$ cat config.mk
export PLATFORM = sky130hd
export DESIGN_NAME = pkt_traffic_gen
export DESIGN_NICKNAME = d
export VERILOG_FILES = /design/src/rtl/pkt_traffic_gen.sv
export SDC_FILE = /design/constraint.sdc
export NUM_CORES = 2
export LEC_CHECK = 0
export ABC_CLOCK_PERIOD_IN_PS = 3700
export CAP_MARGIN = 20
export CELL_PAD_IN_SITES_DETAIL_PLACEMENT = 2
export CELL_PAD_IN_SITES_GLOBAL_PLACEMENT = 2
export CORE_ASPECT_RATIO = 2
export CORE_MARGIN = 3
export CORE_UTILIZATION = 36
export DETAILED_ROUTE_END_ITERATION = 16
export PLACE_DENSITY_LB_ADDON = 0.1
export SYNTH_ARGS = -nofsm -noshare
export SYNTH_HDL_FRONTEND = slang
export SYNTH_SLANG_ARGS = --single-unit
export TNS_END_PERCENT = 100
$ cat constraint.sdc
create_clock -name clk -period 3.7 [get_ports clk]
set_input_delay 0.74 -clock clk [delete_from_list [all_inputs] [get_ports clk]]
set_output_delay 0.74 -clock clk [all_outputs]
set_load 0.005 [all_outputs]
$ cat src/rtl/pkt_traffic_gen.sv
`default_nettype none
// ============================================================================
// Module   : pkt_traffic_gen
// Purpose  : Multi-port packet source for the hydra switch write side. Each
//            port emits sop, a control word {len, pri, dest}, len counted
//            payload words and eop. Fixed, LFSR-random and incrementing
//            length/destination modes; honours per-port pause; stops each
//            port after pkt_target packets.
// Options  : TG_CHECKSUM_EN - last payload word carries the XOR of the
//            preceding payload words; minimum length becomes 2.
// Revision : 1.0 - initial release
// ============================================================================
module pkt_traffic_gen #(
    parameter int          NUM_PORTS  = 16,
    parameter int          DATA_W     = 16,
    parameter int          DEST_W     = 4,
    parameter int          PRI_W      = 3,
    parameter int          LEN_W      = 9,
    parameter int          MIN_LEN    = 32,
    parameter int          MAX_LEN    = 127,
    parameter int          GAP_CYCLES = 2,
    parameter logic [15:0] SEED       = 16'hACE1
) (
    input  logic                        clk,
    input  logic                        rst_n,
    input  logic                        enable,
    input  logic [1:0]                  mode,
    input  logic [LEN_W-1:0]            fixed_len,
    input  logic [PRI_W-1:0]            fixed_pri,
    input  logic [DEST_W-1:0]           fixed_dest,
    input  logic [NUM_PORTS-1:0]        port_en,
    input  logic [15:0]                 pkt_target,
    input  logic [NUM_PORTS-1:0]        pause,
    output logic [NUM_PORTS-1:0]        wr_sop,
    output logic [NUM_PORTS-1:0]        wr_eop,
    output logic [NUM_PORTS-1:0]        wr_vld,
    output logic [NUM_PORTS*DATA_W-1:0] wr_data,
    output logic [NUM_PORTS*16-1:0]     pkt_cnt,
    output logic [NUM_PORTS-1:0]        done,
    output logic                        all_done
);

    typedef enum logic [2:0] {
        S_IDLE = 3'd0,
        S_SOP  = 3'd1,
        S_CTRL = 3'd2,
        S_DATA = 3'd3,
        S_EOP  = 3'd4,
        S_GAP  = 3'd5
    } state_t;

    localparam int               c_FIELD_W = LEN_W + PRI_W + DEST_W;
    localparam logic [LEN_W-1:0] c_MIN_LEN = LEN_W'(MIN_LEN);
    localparam logic [LEN_W-1:0] c_MAX_LEN = LEN_W'(MAX_LEN);
`ifdef TG_CHECKSUM_EN
    localparam logic [LEN_W-1:0] c_FLOOR_LEN = LEN_W'(2);
`else
    localparam logic [LEN_W-1:0] c_FLOOR_LEN = LEN_W'(1);
`endif
    localparam int               c_GAP_W    = (GAP_CYCLES > 1) ? $clog2(GAP_CYCLES) : 1;
    localparam logic [c_GAP_W-1:0] c_GAP_LAST = c_GAP_W'((GAP_CYCLES > 0) ? GAP_CYCLES - 1 : 0);

    logic [NUM_PORTS-1:0] w_done;

    // all_done is the AND over enabled ports; an empty enable set is never done
    assign all_done = (|port_en) & (&(w_done | ~port_en));
    assign done     = w_done;

    generate
        for (genvar i = 0; i < NUM_PORTS; i++) begin : g_port
            localparam logic [15:0] c_SEED_RAW = SEED ^ 16'(i);
            localparam logic [15:0] c_SEED     = (c_SEED_RAW == 16'd0) ? 16'd1 : c_SEED_RAW;

            state_t              r_state;
            state_t              w_state_nxt;
            logic [LEN_W-1:0]    r_len;
            logic [LEN_W-1:0]    r_k;
            logic [LEN_W-1:0]    r_inc_len;
            logic [PRI_W-1:0]    r_pri;
            logic [DEST_W-1:0]   r_dest;
            logic [DEST_W-1:0]   r_inc_dest;
            logic                r_inc_loaded;
            logic [15:0]         r_lfsr;
            logic [15:0]         r_cnt;
            logic                r_done;
            logic [c_GAP_W-1:0]  r_gap;
`ifdef TG_CHECKSUM_EN
            logic [DATA_W-1:0]   r_csum;
`endif

            logic [LEN_W-1:0]    w_base_len;
            logic [DEST_W-1:0]   w_base_dest;
            logic [LEN_W-1:0]    w_sel_len;
            logic [PRI_W-1:0]    w_sel_pri;
            logic [DEST_W-1:0]   w_sel_dest;
            logic [LEN_W-1:0]    w_inc_len_nxt;
            logic [DEST_W-1:0]   w_inc_dest_nxt;
            logic [LEN_W-1:0]    w_last_k;
            logic [DATA_W-1:0]   w_ctrl;
            logic [DATA_W-1:0]   w_word;
            logic [DATA_W-1:0]   w_data;
            logic [15:0]         w_cnt_inc;
            logic                w_done_set;
            logic                w_limit_now;
            logic                w_limit_eop;
            logic                w_go_base;
            logic                w_sop;
            logic                w_eop;
            logic                w_vld;
            logic                w_lfsr_fb;

            assign w_lfsr_fb   = r_lfsr[15] ^ r_lfsr[13] ^ r_lfsr[12] ^ r_lfsr[10];
            assign w_cnt_inc   = (r_cnt == 16'hFFFF) ? r_cnt : r_cnt + 16'd1;
            assign w_done_set  = (pkt_target != 16'd0) && (w_cnt_inc == pkt_target);
            assign w_limit_now = (pkt_target != 16'd0) && (r_cnt >= pkt_target);
            assign w_limit_eop = (pkt_target != 16'd0) && (w_cnt_inc >= pkt_target);
            assign w_go_base   = enable & port_en[i] & ~pause[i] & ~r_done;
            assign w_last_k    = r_len - LEN_W'(1);

            // Header field selection for the packet launched in SOP
            always_comb begin
                w_base_len  = r_inc_loaded ? r_inc_len  : fixed_len;
                w_base_dest = r_inc_loaded ? r_inc_dest : fixed_dest;
                w_sel_len   = fixed_len;
                w_sel_pri   = fixed_pri;
                w_sel_dest  = fixed_dest;
                case (mode)
                    2'd1: begin
                        w_sel_len = r_lfsr[LEN_W-1:0];
                        if (w_sel_len < c_MIN_LEN) begin
                            w_sel_len = c_MIN_LEN;
                        end else if (w_sel_len > c_MAX_LEN) begin
                            w_sel_len = c_MAX_LEN;
                        end
                        w_sel_pri  = r_lfsr[15 -: PRI_W];
                        w_sel_dest = r_lfsr[DEST_W+3:4];
                    end
                    2'd2: begin
                        w_sel_len  = w_base_len;
                        w_sel_dest = w_base_dest;
                    end
                    default: begin
                    end
                endcase
                if (w_sel_len < c_FLOOR_LEN) begin
                    w_sel_len = c_FLOOR_LEN;
                end
                w_inc_len_nxt  = (w_base_len >= c_MAX_LEN) ? c_MIN_LEN : w_base_len + LEN_W'(1);
                w_inc_dest_nxt = w_base_dest + DEST_W'(1);
            end

            // Word on the bus: control word in CTRL, counted payload in DATA
            always_comb begin
                w_ctrl                 = '0;
                w_ctrl[c_FIELD_W-1:0]  = {r_len, r_pri, r_dest};
                w_word                 = '0;
                w_word[LEN_W-1:0]      = r_k;
`ifdef TG_CHECKSUM_EN
                if (r_k == w_last_k) begin
                    w_word = r_csum;
                end
`endif
                w_data = '0;
                case (r_state)
                    S_CTRL:  w_data = w_ctrl;
                    S_DATA:  w_data = w_word;
                    default: w_data = '0;
                endcase
            end

            // State register
            always_ff @(posedge clk or negedge rst_n) begin
                if (!rst_n) begin
                    r_state <= S_IDLE;
                end else begin
                    r_state <= w_state_nxt;
                end
            end

            // Next state and framing strobes; GAP/EOP may launch directly into SOP
            always_comb begin
                w_state_nxt = r_state;
                w_sop       = 1'b0;
                w_eop       = 1'b0;
                w_vld       = 1'b0;
                case (r_state)
                    S_IDLE: begin
                        if (w_go_base && !w_limit_now) begin
                            w_state_nxt = S_SOP;
                        end
                    end
                    S_SOP: begin
                        w_sop       = 1'b1;
                        w_state_nxt = S_CTRL;
                    end
                    S_CTRL: begin
                        w_vld = ~pause[i];
                        if (!pause[i]) begin
                            w_state_nxt = S_DATA;
                        end
                    end
                    S_DATA: begin
                        w_vld = ~pause[i];
                        if (!pause[i] && (r_k == w_last_k)) begin
                            w_state_nxt = S_EOP;
                        end
                    end
                    S_EOP: begin
                        w_eop = 1'b1;
                        if (GAP_CYCLES > 0) begin
                            w_state_nxt = S_GAP;
                        end else if (w_go_base && !w_done_set && !w_limit_eop) begin
                            w_state_nxt = S_SOP;
                        end else begin
                            w_state_nxt = S_IDLE;
                        end
                    end
                    S_GAP: begin
                        if (r_gap == c_GAP_LAST) begin
                            w_state_nxt = (w_go_base && !w_limit_now) ? S_SOP : S_IDLE;
                        end
                    end
                    default: w_state_nxt = S_IDLE;
                endcase
            end

            // Per-port datapath: LFSR, header latch, word counter, packet counter
            always_ff @(posedge clk or negedge rst_n) begin
                if (!rst_n) begin
                    r_lfsr       <= c_SEED;
                    r_len        <= '0;
                    r_pri        <= '0;
                    r_dest       <= '0;
                    r_k          <= '0;
                    r_inc_len    <= '0;
                    r_inc_dest   <= '0;
                    r_inc_loaded <= 1'b0;
                    r_cnt        <= '0;
                    r_done       <= 1'b0;
                    r_gap        <= '0;
`ifdef TG_CHECKSUM_EN
                    r_csum       <= '0;
`endif
                end else begin
                    r_lfsr <= {r_lfsr[14:0], w_lfsr_fb};
                    case (r_state)
                        S_SOP: begin
                            r_len  <= w_sel_len;
                            r_pri  <= w_sel_pri;
                            r_dest <= w_sel_dest;
                            r_k    <= '0;
`ifdef TG_CHECKSUM_EN
                            r_csum <= '0;
`endif
                            if (mode == 2'd2) begin
                                r_inc_len    <= w_inc_len_nxt;
                                r_inc_dest   <= w_inc_dest_nxt;
                                r_inc_loaded <= 1'b1;
                            end
                        end
                        S_DATA: begin
                            if (!pause[i]) begin
                                r_k <= r_k + LEN_W'(1);
`ifdef TG_CHECKSUM_EN
                                r_csum <= r_csum ^ w_word;
`endif
                            end
                        end
                        S_EOP: begin
                            r_cnt <= w_cnt_inc;
                            r_gap <= '0;
                            if (w_done_set) begin
                                r_done <= 1'b1;
                            end
                        end
                        S_GAP: begin
                            r_gap <= r_gap + c_GAP_W'(1);
                        end
                        default: begin
                        end
                    endcase
                end
            end

            assign wr_sop[i]                   = w_sop;
            assign wr_eop[i]                   = w_eop;
            assign wr_vld[i]                   = w_vld;
            assign wr_data[i*DATA_W +: DATA_W] = w_data;
            assign pkt_cnt[i*16 +: 16]         = r_cnt;
            assign w_done[i]                   = r_done;
        end
    endgenerate

endmodule
`default_nettype wire

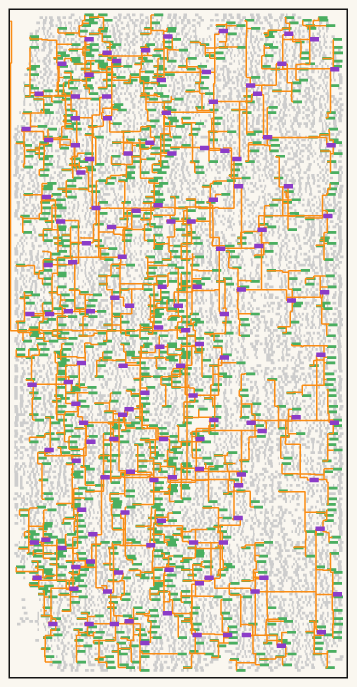
Fig. 1. Clock distribution.
Scale: 1 px per um.
[green] flip-flops | count: 1216
[orange] clock wires | length: 20.7 mm
[purple] clock drivers | count: 139
flops lie: widely spread
routed clock nets: 140

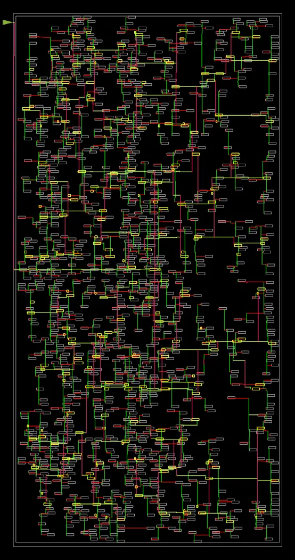
Fig. 2. Clock wiring as the flow saved it.
seq_cells: 1216
worst clock skew: 0.0385 ns
clock insertion delay at the later pin of the skew report: 0.81 ns
number of clock buffers inserted by TritonCTS: 139
clock distribution power: 0.0146 W

==> results.json <==
{
  "met1Wirelength_um": 145000,
  "timing.final.crit_share": 1.00,
  "status": "complete, but fails checks",
  "vdd_ir_drop_max_v": 0.000338,
  "yosys_cells": 9011,
  "cts.htree.levels": 4,
  "busiest_layer": "met2",
  "global_route_wire_length_before_repair_um": 568000,
  "synthesis.yosys.warnings": 0,
  "drtAntennaViolNets": 0,
  "rsz0062_at_grt": "yes",
  "groute.layer.met2.usage": 0.599,
  "flow.area_growth_from_synthesis_pct": 21.4,
  "fmaxAchievable_ghz": 0.269,
  "number_of_optimization_iterations_in_the_first_detailed_route_pass": 7,
  "nonClockBufferCount": 1168,
  "hold_path_startpoint": "g_port[3].r_lfsr[9]",
  "tritoncts": "yes",
  "largest_class": "combinational gates",
  "setup-tns-final_ns": -0.0166,
  "antenna_found_initial": 16,
  "cp.buffers_inverters": 4,
  "met2_length_um": 193000,
  "gpl.final_weighted_congestion": 0.981,
  "total_of_flip_flops_plus_latches_after_synthesis": 1216,
  "syn_inst": 9011,
  "synth_compound_gate_area_share": 0.171,
  "finalWorstPathRequiredPeriod_ns": 3.72,
  "die_x_um": 337,
  "worst-r2r-cell-count": 9,
  "power.share.combinational": 0.273,
  "violations_in_the_final_reports": "negative setup slack",
  "drt_wl_total_um": 386000,
  "fp.dieArea_um2": 225000,
  "pre_cts_ws_ns": -0.0230,
  "worst_setup_slack_after_layout_ns": -0.0166,
  "seqPwrFrac": 0.396,
  "chipHeight_um": 667,
  "adder_share": 0.0540,
  "yosys.cell_types.count": 102,
  "comb_area_um2": 45000,
  "synth-edff-count": 0,
  "critical_path.reg2reg.startpoint": "g_port[13].r_len[0]",
  "fin_area_um2": 95500,
  "yosysChipArea_um2": 78700,
  "cell_type_of_the_slowest_stage_on_the_worst_timing_path": "clkdlybuf4s50_1",
  "non_clock_inverter_count": 182,
  "cts_hold_repair.buffers": 1,
  "cts.repair_timing.setup_buffer_count": 0,
  "met3RoutedLength_um": 19800,
  "overflow": 0,
  "cpMostUsedCell": "clkdlybuf4s50_1",
  "layout.filler_cells": 23800,
  "comb_area_frac": 0.471,
  "critical_path_arrival_ns": 2.98,
  "setup_viol": 1,
  "power.leakage_nw": 40.7,
  "highest_metal_layer_with_signal_wires": "met5",
  "setup.worst_path.end": "all_done",
  "worst_flop_to_flop_path_endpoint": "g_port[13].r_state[0]",
  "final_layout_size_suffix_gt1_frac": 0.120,
  "maximum_number_of_pins_on_one_net_before_global_route_repair": 84,
  "synth_top_cell_by_count": "dfrtp_1",
  "total_inserted_antenna_cells": 5,
  "critPathMaxFanout": 2,
  "postPlaceCellArea_um2": 90900
}
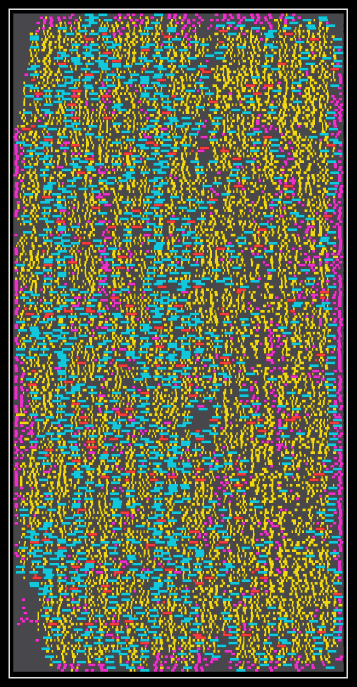
Fig. 3. Placement by cell class.
Scale: 1 px per um. Fill, decap, tap and diode cells in grey.
| colour | class | cells | share of their area |
|---|---|---|---|
| red | clock drivers and dummy loads | 234 | 5.0% |
| magenta | remaining buffers and delay cells | 1168 | 12% |
| cyan | sequential cells | 1216 | 33% |
| yellow | combinational and other logic | 7187 | 50% |
core occupancy in the finished layout: 0.439
core area: 217000 um2

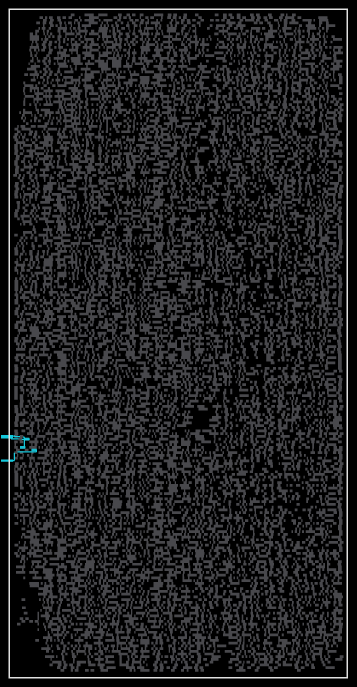
Fig. 4. Port wiring.
Scale: 1 px per um.
| colour | port | bits | direction | edge | end cells | wire |
|---|---|---|---|---|---|---|
| cyan | fixed_pri | 3 | input | west | 3 | 71.7 um |
number of primary I/O pins: 646
Port Buffers: 645

Power and IR drop assume default switching activity.
